Fig. 1: run 1, cells colored by class
Fill, decap, tap and diode cells in gray.
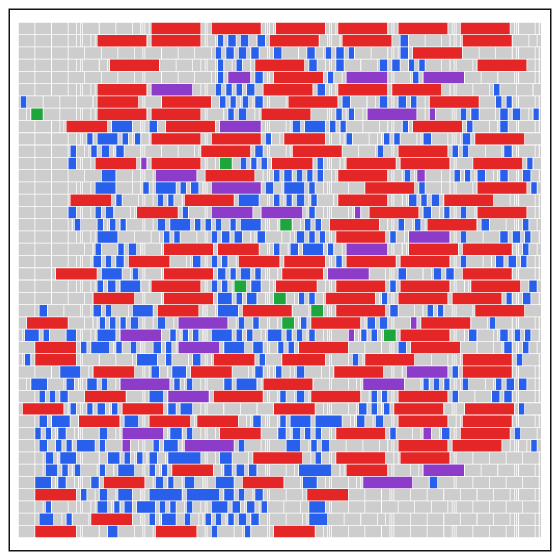
Fig. 2: run 1, nets reached from selected ports
Bar = 20 um.
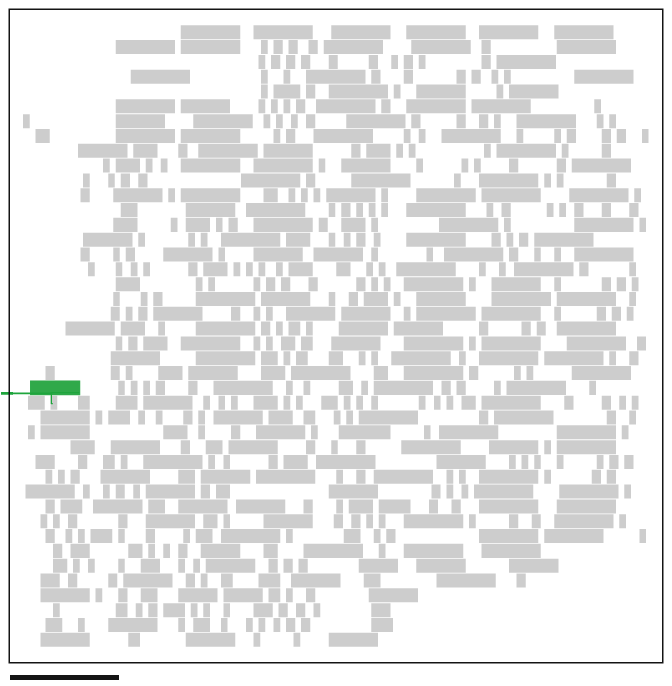
Fig. 3: run 1, placement view
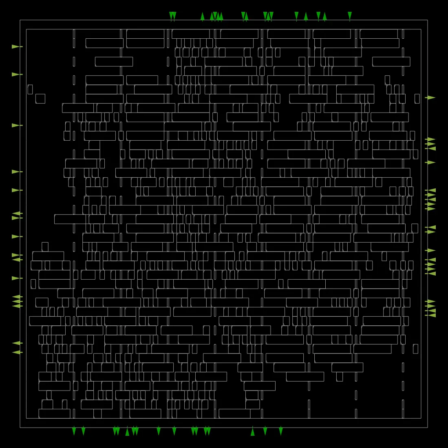
===== src/rtl/arbiter_pkg.sv =====
// Shared AER event geometry: field widths, bit offsets of the packed event word
// and a helper that splits a raw word into its named fields.
package arbiter_pkg;

  localparam int ROW_ADD = 3;
  localparam int COL_ADD = 3;
  localparam int SIZE    = 16;
  localparam int WIDTH   = SIZE + ROW_ADD + COL_ADD + 1;
  localparam int CNT_W   = 16;

  // Word layout, MSB first: {timestamp, x_add, y_add, polarity}
  localparam int POL_BIT = 0;
  localparam int Y_LSB   = POL_BIT + 1;
  localparam int Y_MSB   = Y_LSB + COL_ADD - 1;
  localparam int X_LSB   = Y_MSB + 1;
  localparam int X_MSB   = X_LSB + ROW_ADD - 1;
  localparam int TS_LSB  = X_MSB + 1;
  localparam int TS_MSB  = WIDTH - 1;

  typedef struct packed {
    logic [SIZE-1:0]    timestamp;
    logic [ROW_ADD-1:0] x_add;
    logic [COL_ADD-1:0] y_add;
    logic               polarity;
  } aer_event_t;

  function automatic aer_event_t split_event(input logic [WIDTH-1:0] w);
    aer_event_t e;
    e.timestamp = w[TS_MSB:TS_LSB];
    e.x_add     = w[X_MSB:X_LSB];
    e.y_add     = w[Y_MSB:Y_LSB];
    e.polarity  = w[POL_BIT];
    return e;
  endfunction

endpackage


===== src/rtl/aer_fifo.sv =====
// First-word fall-through FIFO for raw event words. Storage is not reset;
// the head output reads zero whenever the FIFO is empty.
module aer_fifo #(
  parameter int WIDTH      = 23,
  parameter int FIFO_DEPTH = 4
) (
  input  logic             clk_i,
  input  logic             reset_i,
  input  logic             push,
  input  logic [WIDTH-1:0] din,
  input  logic             pop,
  output logic [WIDTH-1:0] dout,
  output logic             full,
  output logic             empty
);

  localparam int PTR_W = $clog2(FIFO_DEPTH);
  localparam int OCC_W = $clog2(FIFO_DEPTH + 1);

  logic [WIDTH-1:0] mem [FIFO_DEPTH];
  logic [PTR_W-1:0] wptr;
  logic [PTR_W-1:0] rptr;
  logic [OCC_W-1:0] occ;
  logic             wr_ok;
  logic             rd_ok;

  // A full FIFO refuses a push even when a pop happens in the same cycle.
  assign wr_ok = push && !full;
  assign rd_ok = pop && !empty;
  assign full  = (occ == OCC_W'(FIFO_DEPTH));
  assign empty = (occ == '0);
  assign dout  = empty ? '0 : mem[rptr];

  always_ff @(posedge clk_i or posedge reset_i) begin
    if (reset_i) begin
      wptr <= '0;
      rptr <= '0;
      occ  <= '0;
    end else begin
      if (wr_ok) wptr <= wptr + PTR_W'(1);
      if (rd_ok) rptr <= rptr + PTR_W'(1);
      case ({wr_ok, rd_ok})
        2'b10:   occ <= occ + OCC_W'(1);
        2'b01:   occ <= occ - OCC_W'(1);
        default: occ <= occ;
      endcase
    end
  end

  always_ff @(posedge clk_i) begin
    if (wr_ok) mem[wptr] <= din;
  end

endmodule


===== src/rtl/aer_decoder.sv =====
// AER event decoder: buffers packed event words, splits the head word into
// address/timestamp/polarity fields, flags timestamp regressions and counts accepts.
module aer_decoder
  import arbiter_pkg::*;
#(
  parameter int FIFO_DEPTH = 4
) (
  input  logic               clk_i,
  input  logic               reset_i,
  input  logic [WIDTH-1:0]   data_in_i,
  input  logic               valid_in_i,
  output logic               ready_in_o,
  input  logic               clear_i,
  output logic [ROW_ADD-1:0] x_add_o,
  output logic [COL_ADD-1:0] y_add_o,
  output logic [SIZE-1:0]    timestamp_o,
  output logic               polarity_o,
  output logic               valid_out_o,
  input  logic               ready_out_i,
  output logic               ts_err_o,
  output logic [CNT_W-1:0]   evt_cnt_o
);

  function automatic logic [CNT_W-1:0] sat_inc(input logic [CNT_W-1:0] v);
    return (&v) ? v : v + CNT_W'(1);
  endfunction

  logic             full;
  logic             empty;
  logic             accept;
  logic [WIDTH-1:0] head_word;
  aer_event_t       head_evt;
  aer_event_t       in_evt;
  logic [SIZE-1:0]  last_ts;
  logic             seen;

  assign ready_in_o  = !full;
  assign valid_out_o = !empty;
  assign accept      = valid_in_i && ready_in_o;

  aer_fifo #(
    .WIDTH      (WIDTH),
    .FIFO_DEPTH (FIFO_DEPTH)
  ) u_fifo (
    .clk_i   (clk_i),
    .reset_i (reset_i),
    .push    (valid_in_i),
    .din     (data_in_i),
    .pop     (ready_out_i),
    .dout    (head_word),
    .full    (full),
    .empty   (empty)
  );

  assign head_evt    = split_event(head_word);
  assign in_evt      = split_event(data_in_i);
  assign x_add_o     = head_evt.x_add;
  assign y_add_o     = head_evt.y_add;
  assign timestamp_o = head_evt.timestamp;
  assign polarity_o  = head_evt.polarity;

  // Clear wins over a coincident accept for the flag and counter, but the
  // order tracker still records the accepted timestamp.
  always_ff @(posedge clk_i or posedge reset_i) begin
    if (reset_i) begin
      last_ts   <= '0;
      seen      <= 1'b0;
      ts_err_o  <= 1'b0;
      evt_cnt_o <= '0;
    end else begin
      if (accept) begin
        last_ts <= in_evt.timestamp;
        seen    <= 1'b1;
      end
      if (clear_i) begin
        ts_err_o  <= 1'b0;
        evt_cnt_o <= '0;
      end else if (accept) begin
        evt_cnt_o <= sat_inc(evt_cnt_o);
        if (seen && (in_evt.timestamp < last_ts)) ts_err_o <= 1'b1;
      end
    end
  end

endmodule


===== config.mk =====
export PLATFORM = sky130hd
export DESIGN_NAME = aer_decoder
export DESIGN_NICKNAME = d
export VERILOG_FILES = /design/src/rtl/arbiter_pkg.sv /design/src/rtl/aer_fifo.sv /design/src/rtl/aer_decoder.sv
export SDC_FILE = /design/constraint.sdc
export NUM_CORES = 1
export LEC_CHECK = 0
export ABC_AREA = 1
export CAP_MARGIN = 5
export CELL_PAD_IN_SITES_DETAIL_PLACEMENT = 1
export CELL_PAD_IN_SITES_GLOBAL_PLACEMENT = 2
export CORE_MARGIN = 1.5
export CORE_UTILIZATION = 44
export DETAILED_ROUTE_END_ITERATION = 12
export DONT_BUFFER_PORTS = 1
export HOLD_SLACK_MARGIN = 0.1
export PLACE_DENSITY = 0.92
export SLEW_MARGIN = 40
export SYNTH_ARGS = -nofsm -noshare
export SYNTH_HDL_FRONTEND = slang
export SYNTH_SLANG_ARGS = --single-unit

===== constraint.sdc =====
create_clock -name clk_i -period 4.43 [get_ports clk_i]
set_input_delay 0.886 -clock clk_i [delete_from_list [all_inputs] [get_ports clk_i]]
set_output_delay 0.886 -clock clk_i [all_outputs]
set_load 0.01 [all_outputs]

==> run summary, run 1 <==
This note records the results obtained with Yosys and OpenROAD.

Timing
Counting I/O delays and the setup requirement, the final critical path takes 3030 ps. The final hold slack is 486 ps. The flow reports an fmax of around 0.33 GHz.

Clocking
The clock net in this run drives a total of about 130 sinks. Looking at the post-CTS report, the setup buffer insertion count equals 0. The clock latency reported for the late side of the worst-skew pair is ~410 ps. In this run, post-CTS repair resized a total of 0 instances.

Place
The detailed-placement wirelength estimate is around 9200 um. The cell count after placement is about 720.

Finish
The most flop-heavy register is u_fifo.mem. Per the final layout report, the fraction of cells sized above drive strength 1 comes to 0.120. The post-route standard cell area excluding fillers is around 0.007 mm2.

Power
Looking at the VDD voltage map, the peak drop is between 0.2 and 0.3 mV. The script computed the net switching share of total power as 0.341. The power report puts the leakage power at between 2 and 3 nW.

Die
The overall die size recorded for this design is roughly 0.014 mm2. From left edge to right edge, the die measures 120 um. Per the OpenROAD floorplan log, the height of the die is ~120 um.

Logic synthesis
The number of flops mapped to enable cells by yosys is 92. The main flop type is sky130_fd_sc_hd__edfxtp_1. The synthesized netlist handed to floorplanning was reported with a cell count of around 560.

The commonest cells after synthesis are sky130_fd_sc_hd__nor2_1 (113), sky130_fd_sc_hd__edfxtp_1 (92), sky130_fd_sc_hd__o21ai_0 (68). The proportion of synthesized flip-flops having asynchronous set or reset is 0.308. By area the synthesized netlist is led by sky130_fd_sc_hd__edfxtp_1 (46%), sky130_fd_sc_hd__dfrtp_1 (17%), sky130_fd_sc_hd__nor2_1 (7.1%). The most common cell in the synthesized netlist is sky130_fd_sc_hd__nor2_1.

The dominant combinational cell family by area after synthesis is simple AND/OR/NAND/NOR gates. The post-synth area from yosys stat is ~0.0060 mm2.

Detailed routing
The DRC violation count after routing is 0. Nets still carrying antenna violations after routing amount to 0.

Min path
STA reports the tightest min-delay check as being of type reg2reg.

GRT
The first global-routing pass estimated 23700 um of wire. The maximum number of pins on one net before global-route repair is 48.

Run status
The flow ran to the end, and the final reports show no timing, DRC or antenna violations.

Worst setup path
The required time reported for the critical path endpoint is around 3500 ps.

Run
Max-cap violations in this run came to 0.
## Picture notes: Fig. 1
| class | color | cells |
|---|---|---|
| clock drivers and dummy loads | purple | 32 |
| all other logic | blue | 404 |
| other buffers and delay cells | green | 8 |
| flip-flops | red | 133 |
sequential fraction of total cell area: 0.553
core outline area: 0.0132 mm2

## Picture notes: Fig. 2
| port | color | direction | end cells | buffers | wire |
|---|---|---|---|---|---|
| ts_err_o | green | output | 1 | 0 | 14.4 um |
number of placed I/O pins: 70
count of input and output buffers: 0

## Picture notes: Fig. 3
Core Util, Final: 0.518
final non-filler cell total: 753
fillcell total: 1438

[run 1: final cells by class]
cell class	count	area [um2]
sequential	133	3790
clock inverter	12	206
clock buffer	20	447
fill	1438	6390
timing repair buffer	8	60.1
multi-input combinational	350	1920
tap	176	220
inverter	54	210
[run 1: power by group through the flow]
stage | combinational [mW] | clock (mW) | sequential (mW)
final | 1.31 | 1.56 | 1.75
after global routing | 1.49 | 1.63 | 1.78
after CTS | 1.34 | 1.58 | 1.75
after detailed placement | 1.32 | 0 | 1.77
after global placement | 1.24 | 0 | 1.75
after floorplan | 0.997 | 0 | 1.70
[run 1: worst max-delay path: stages, from the launching register on]
cell,delay [ps]
sky130_fd_sc_hd__dfrtp_2,690
sky130_fd_sc_hd__inv_2,360
sky130_fd_sc_hd__nor2_1,200
sky130_fd_sc_hd__o21ai_0,140
sky130_fd_sc_hd__a21oi_1,330
[run 1: per-layer routing]
layer	wire [um]	vias to the layer above	track usage
met5	0	-	0
met4	174	0	0.0699
met3	676	16	0.0599
met2	7340	73	0.374
met1	6220	2040	0.271
li1	-	1883	-
[run 1: cells in the final DEF, fill, tap and decap left out, drive strengths merged]
master and instances:
buf 8, o31a 1, inv 51, nand3b 2, clkbuf 20, xor2 8, o31ai 3, nor2 116
nand3 13, ha 21, bufinv 6, o2111a 1, edfxtp 92, a21oi 38, o21ai 72, or2 1
fa 1, clkinv 9, nor3b 1, xnor2 2, dfrtp 41, nand2 63, nor3 7
[run 1: worst max-delay path by stage]
stage | to | slack [ps] | cells after the start
2_1_floorplan | u_fifo.mem[0][0] | 2070 | 2
3_3_place_gp | timestamp_o[12] | 1250 | 4
3_5_place_dp | timestamp_o[11] | 1560 | 4
4_1_cts | timestamp_o[11] | 1100 | 4
5_1_grt | timestamp_o[12] | 1270 | 4
6_report | timestamp_o[11] | 1400 | 4
Fig. 4: run 1, signal metal coverage by tile
The die is cut into 24 by 24 equal tiles; dark blue is low, red is high, scaled to the fullest tile. Values are wire area over tile area, all layers added.
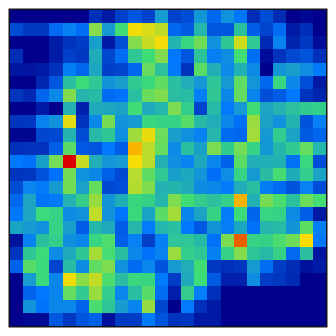

==> inputs of run 2 (changes only) <==
- CORE_UTILIZATION: 44 -> 41
- PLACE_DENSITY: 0.92 -> 0.87
- clock period: 4.43 -> 3 ns (I/O delays scaled with it)
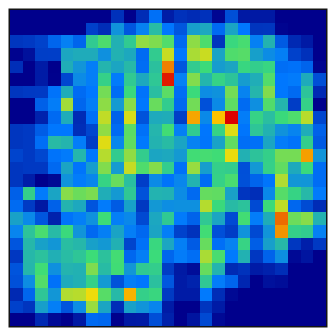
Fig. 5. Signal metal coverage by tile (run 2).
The die is cut into 25 by 25 equal tiles; dark blue is low, red is high, scaled to the fullest tile. Values are wire area over tile area, all layers added.
emptiest ninth of the die: bottom right
tiles over half the peak: 14%
fullest tile: 0.51
nearly empty tiles: 13%

==> run 2 against run 1 <==
Against the previous run: first-iteration DRC count up 7.8%; combinational power up 53%; register-to-register slack lost 950 ps; sequential share of layout area increased by 0.65 points; clock power grew 22%; largest power group unchanged.
==> run summary, run 2 <==
This note records the results obtained with Yosys and OpenROAD.

Logic synthesis
The synthesis report lists the most area-consuming cells as sky130_fd_sc_hd__edfxtp_1 (46%), sky130_fd_sc_hd__dfrtp_1 (17%), sky130_fd_sc_hd__nor2_1 (7.1%). The number of instances in the synthesized netlist is approximately 560. Of the total synthesized cell area, the portion taken by AND, OR, NAND and NOR gates is 0.157. The synthesized netlist was found by Yosys to have roughly 560 cells. Grouping non-sequential cells by family puts the most area in simple AND/OR/NAND/NOR gates. The proportion of synthesized flip-flops having asynchronous set or reset is 0.308.

The post-synthesis adder-cell area fraction is 0.0472. Yosys reported a register bit count of 133. In the synthesized netlist the dominant register cell turns out to be sky130_fd_sc_hd__edfxtp_1.

By count the netlist is led by sky130_fd_sc_hd__nor2_1 (113), sky130_fd_sc_hd__edfxtp_1 (92), sky130_fd_sc_hd__o21ai_0 (68). For this run, the chip area from Yosys synthesis comes to between 0.005 and 0.006 mm2. Synthesis produced a netlist with a net count of 609. In the post-synthesis netlist, the cell with the most instances is sky130_fd_sc_hd__nor2_1. The post-synth count of flops with an enable pin is between 90 and 100. The share of the synthesized netlist area taken by xor and xnor gates is 0.0146.

Place
The HPWL after detailed placement is between 9000 and 10000 um. The area of placed instances is slightly above 0.006 mm2. Per the placement log, port buffering inserted 0 buffers. Including well taps, the total number of placed cells is between 700 and 800.

Power
The leakage dissipation is approximately 2.7 nW. For this design the ratio of total power to cell area is between 900 and 1000 mW/mm2.

GRT
The number of antenna violations at the first check in global routing is 0. For this run, the total global-route usage over all layers was measured as 0.202. The first global-routing pass estimated 22600 um of wire. The maximum number of pins on one net before global-route repair is about 48.

Finish
The ratio of cells with drive above 1 in the final layout is 0.121. Leaving out filler cells and counting taps, the final layout contains about 760. In the final layout, the fill cell count is approximately 1600. The most flop-heavy register is u_fifo.mem.

Summing all non-filler instances in the final layout gives an area of approximately 0.0068 mm2. Leaving out fill and tap cells, the most frequent cell in the layout is sky130_fd_sc_hd__nor2_1. The finished layout reports a core utilization of 0.481. The register with the most flip-flops in the layout has just over 90 of them.

The top cell types in the final layout, fill and taps aside, are sky130_fd_sc_hd__nor2_1 (109), sky130_fd_sc_hd__edfxtp_1 (92), sky130_fd_sc_hd__o21ai_0 (68). The sequential cell area is between 0.003 and 0.004 mm2. The logic area is between 0.0015 and 0.002 mm2.

Clocking
The CTS tree is done. Once the clock tree was built, the setup fixing pass inserted 0 buffers. The number of buffers created by CTS is 17.

The CTS log lists the clock sinks for this run as between 100 and 150. The clock latency reported for the late side of the worst-skew pair is 430 ps. On the reported timing paths, the clock transition at the registers reads 60 ps.

Detailed routing
The detail route stage leaves a number of antenna-violating nets equal to 0. TritonRoute reported its final design rule violation total as 0. The violation tally recorded at the end of detailed-routing iteration 0 is roughly 240.

Timing
The final critical-path required period is between 2000 and 3000 ps. The final hold slack is between 200 and 250 ps. Dividing the final minimum period by the clock period gives 0.891. The fmax is 0.374 GHz.

Worst setup path
The capturing point of the worst reg2reg path is evt_cnt_o[11]. The beginning of the worst register-to-register path is u_fifo.occ[1]. The register-to-register setup slack is between 800 and 900 ps. The required time reported for the critical path endpoint is 2400 ps. The sort of element at the start of the critical path is a register. For reference, the most critical setup path is categorized as reg2out.

Min path
The class of the most critical hold timing path is in2reg.

Run
The count of maximum capacitance violations is 0. Summing over the stages, the warning tally comes to 29.

Die
The total die size is ~0.015 mm2. The count of boundary I/O pins is about 70.

Run status
The flow ran to the end, and the final reports show no timing, DRC or antenna violations.
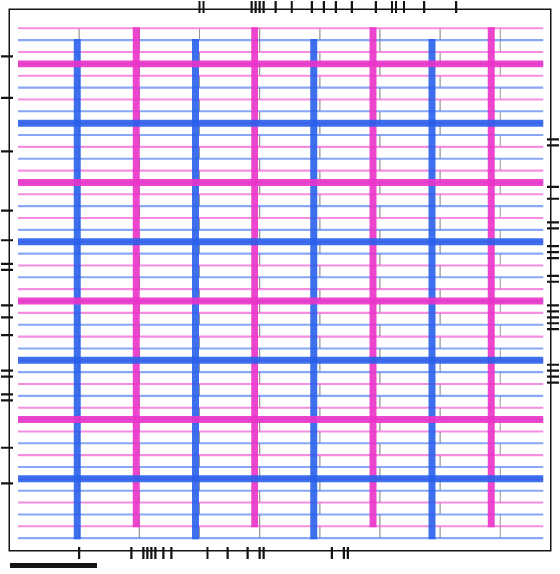
Fig. 6. Supply network (run 2).
Bar = 20 um. Pins as bars on the die edge. Tap cells in gray.
| net | color |
|---|---|
| VDD | magenta |
| VSS | blue |
met1 rails: 44
met5 straps: 8
tap cells: 180
signal pins: 70
met4 straps: 8
vertical die dimension: 124 um
horizontal die dimension: 124 um
Max IR drop VDD: 0.424 mV
core outline area: 0.0141 mm2

-- run 2: area by class of cell --
cell class	count	share of cell area
sequential	133	0.559
multi-input combinational	350	0.284
clock buffer	19	0.0639
tap	180	0.0332
inverter	54	0.0310
clock inverter	13	0.0163
timing repair buffer	11	0.0126
-- run 2: power breakdown --
group | internal [mW] | total [mW] | switching (mW)
logic | 0.571 | 2.00 | 1.43
registers | 2.38 | 2.52 | 0.140
clock network | 1.13 | 1.91 | 0.784
total | 4.08 | 6.43 | 2.35
-- run 2: what timing repair did --
| action | CTS | global route |
|---|---|---|
| endpoints found under the hold margin | 14 | 0 |
| hold buffers | 1 | 0 |
| resized | 0 | 0 |
-- run 2: routing by layer --
| metal | track usage | part of all wire | up-vias |
|---|---|---|---|
| met4 | 0.0912 | 0.025 | 0 |
| met5 | 0 | 0 | - |
| met1 | 0.249 | 0.43 | 1985 |
| met3 | 0.0586 | 0.052 | 26 |
| met2 | 0.331 | 0.50 | 82 |
| li1 | - | - | 1896 |
-- run 2: worst max-delay path by stage --
| stage | start | end | slack [ps] |
|---|---|---|---|
| after floorplan | valid_in_i | u_fifo.mem[0][0] | 930 |
| after global placement | u_fifo.rptr[1] | timestamp_o[12] | 700 |
| after detailed placement | u_fifo.rptr[1] | timestamp_o[12] | 650 |
| after CTS | u_fifo.rptr[1] | timestamp_o[2] | 170 |
| after global routing | u_fifo.rptr[0] | timestamp_o[2] | 160 |
| final | u_fifo.rptr[0] | timestamp_o[1] | 330 |
-- run 2: critical path: stages, from the launching register on --
cell and delay [ps]:
sky130_fd_sc_hd__dfrtp_1 370, sky130_fd_sc_hd__inv_1 460, sky130_fd_sc_hd__buf_4 300, sky130_fd_sc_hd__o21ai_0 170
sky130_fd_sc_hd__a21oi_1 350
Fig. 7: run 2, cells colored by class
Fill, decap, tap and diode cells in gray.
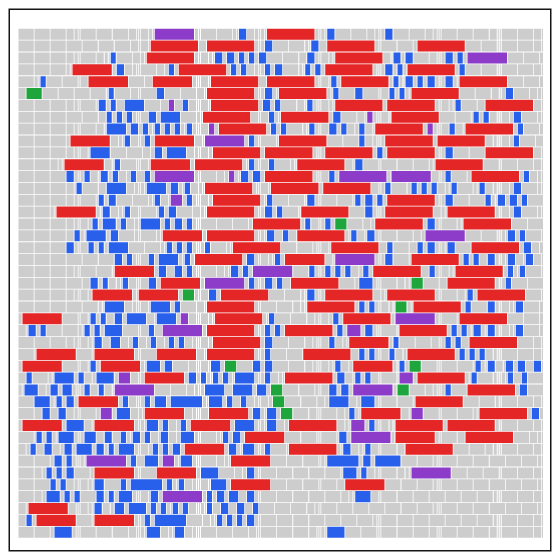

==> inputs of run 3 (changes only) <==
--- a/config.mk
+++ b/config.mk
@@ -9,6 +9,6 @@
 export CAP_MARGIN = 5
-export CELL_PAD_IN_SITES_DETAIL_PLACEMENT = 1
-export CELL_PAD_IN_SITES_GLOBAL_PLACEMENT = 2
+export CELL_PAD_IN_SITES_DETAIL_PLACEMENT = 0
+export CELL_PAD_IN_SITES_GLOBAL_PLACEMENT = 1
 export CORE_MARGIN = 1.5
-export CORE_UTILIZATION = 41
+export CORE_UTILIZATION = 50
 export DETAILED_ROUTE_END_ITERATION = 12
@@ -16,3 +16,3 @@
 export HOLD_SLACK_MARGIN = 0.1
-export PLACE_DENSITY = 0.87
+export PLACE_DENSITY = 0.88
 export SLEW_MARGIN = 40
--- a/constraint.sdc
+++ b/constraint.sdc
@@ -3,2 +3,2 @@
 set_output_delay 0.6 -clock clk_i [all_outputs]
-set_load 0.01 [all_outputs]
+set_load 0.02 [all_outputs]
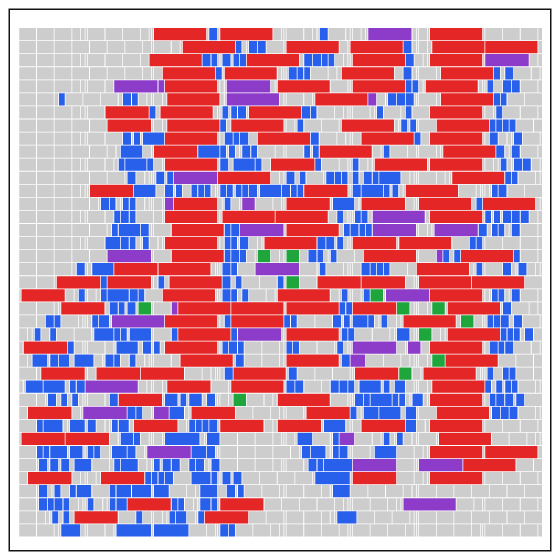
Fig. 8. Cells colored by class (run 3).
Fill, decap, tap and diode cells in gray.
core outline area: 0.0116 mm2
post-route cell area: 0.00683 mm2
sequential fraction of total cell area: 0.555
row count: 39

==> run 3 against run 2 <==
Against the previous run: the run now ends with design-rule violations left; fmax fell by 1.9%; global-route usage rose by 0.81 points; core utilization grew 11 points; highest routed layer unchanged; wire length is 14% lower; synthesized area is the same; register-to-register slack worse by 20 ps; combinational power grew 7%; setup slack worse by 53 ps.
==> run summary, run 3 <==
This note records the results obtained with Yosys and OpenROAD.

Timing
Dividing the final minimum period by the clock period gives 0.908. The fmax is approximately 0.37 GHz. Hold timing on the final database bottoms out at a slack of 79.3 ps.

Power
Looking at the VDD voltage map, the peak drop is ~0.37 mV. For this design the ratio of total power to cell area is 1010 mW/mm2.

Worst setup path
The register-to-register setup slack is about 860 ps. The required time reported for the critical path endpoint is between 2000 and 2500 ps.

Clocking
The clock slew seen by the registers of the worst setup and hold paths is around 60 ps. TritonCTS built the clock tree. After clock tree synthesis, the repair step resized 0 gates. The number of buffers created by CTS is 17. The count of clock tree sinks is approximately 130.

The clock latency reported for the late side of the worst-skew pair is ~420 ps.

Logic synthesis
The main area contributors are sky130_fd_sc_hd__edfxtp_1 (46%), sky130_fd_sc_hd__dfrtp_1 (17%), sky130_fd_sc_hd__nor2_1 (7.1%). The number of instances in the synthesized netlist is around 560. The number of flops mapped to enable cells by yosys is approximately 92.

The number of nets at floorplan is 609. The total of flip-flops plus latches after synthesis is approximately 130. The main flop type is sky130_fd_sc_hd__edfxtp_1.

Finish
The flip-flop count of the largest register after layout is 92. In the final layout, flip-flops and latches occupy 0.00379 mm2. The layout filler cell count is just over 900. The most flop-heavy register is u_fifo.mem. The dominant logic cell type in the layout is sky130_fd_sc_hd__nor2_1.

GRT
The total routing usage reported by global routing is 0.211. The met2 layer usage reported by global route is 0.356. In the global route stage, met1 resource usage came out at 0.246.

The number of antenna violations at the first check in global routing is 0. The global routing report lists met3 layer usage as 0.0783.

Place
The area of placed instances is roughly 0.0062 mm2. Counting tap cells, the placed design contains a total of 692 instances. The count of buffers inserted at the top-level ports is 0.

Die
In this run the horizontal extent of the chip is 112 um. For this design the top-level I/O count stands at about 70.

Detailed routing
TritonRoute reported its final design rule violation total as 5. Nets still carrying antenna violations after routing amount to 0.

Run status
The checks that failed: design-rule violations. The flow ran to the end, but the final reports show violations.

Run
The count of maximum capacitance violations is 0.
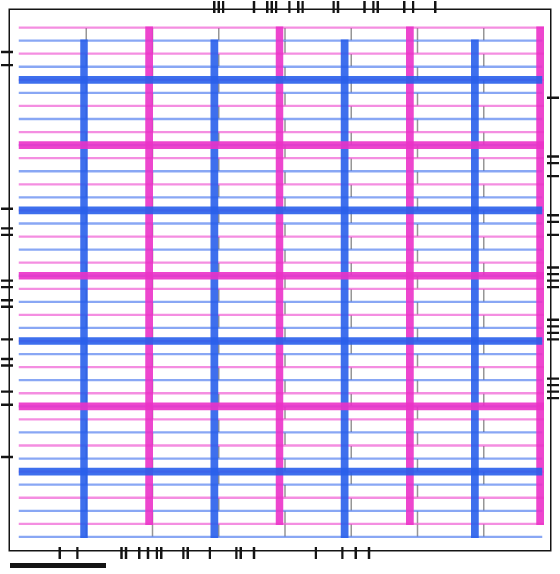
Fig. 9. Supply network (run 3).
Bar = 20 um. Pins as bars on the die edge. Tap cells in gray.
| net | color |
|---|---|
| VSS | blue |
| VDD | magenta |
met5 straps: 7
signal pins: 70
met1 rails: 40

## run 3: critical path, cell delays in order (launching register included)
cell and delay (ps):
sky130_fd_sc_hd__dfrtp_1 630, sky130_fd_sc_hd__buf_4 350, sky130_fd_sc_hd__nor2_1 80, sky130_fd_sc_hd__nor2_1 90
sky130_fd_sc_hd__o21ai_0 100, sky130_fd_sc_hd__a21oi_1 450
## run 3: logic make-up (layout without fill, tap and decap cells)
kind of cell	count (synthesis)	after routing	synth area share
fa+ha+maj	22	22	0.0472
xor+xnor	10	10	0.0146
flops	133	133	0.632
compound gates	115	115	0.0996
buf+inv	76	98	0.0495
simple gates	203	203	0.157
## run 3: path summary, 6_finish.rpt
kind                            endpoint           start
max reg2reg                evt_cnt_o[10]   u_fifo.occ[1]
min                          last_ts[11]         reset_i
min in group clk_i          evt_cnt_o[9]         clear_i
max                           x_add_o[0]  u_fifo.rptr[0]
max in group asynchronous  evt_cnt_o[10]         reset_i
min reg2reg                         seen            seen
## run 3: power by group
| group | switching (mW) | total (mW) | internal, mW |
|---|---|---|---|
| Combinational | 1.55 | 2.14 | 0.586 |
| Sequential | 0.173 | 2.55 | 2.38 |
| Clock | 0.751 | 2.22 | 1.47 |
| Total | 2.48 | 6.91 | 4.44 |
## run 3: final cells by class
type                       instances  share of cell area
inverter                          54              0.0313
clock inverter                    13              0.0300
multi-input combinational        350               0.281
sequential                       133               0.555
clock buffer                      19              0.0634
timing repair buffer              12              0.0132
tap                              143              0.0262
## run 3: routing by layer
metal | up-vias | routed length [um] | share of wire
met4 | 0 | 169 | 0.014
met3 | 15 | 911 | 0.075
met2 | 102 | 6120 | 0.51
met1 | 1867 | 4880 | 0.40
met5 | - | 0 | 0
li1 | 1900 | - | -
Power figures rest on the tool's default switching activity, not on a simulated workload.
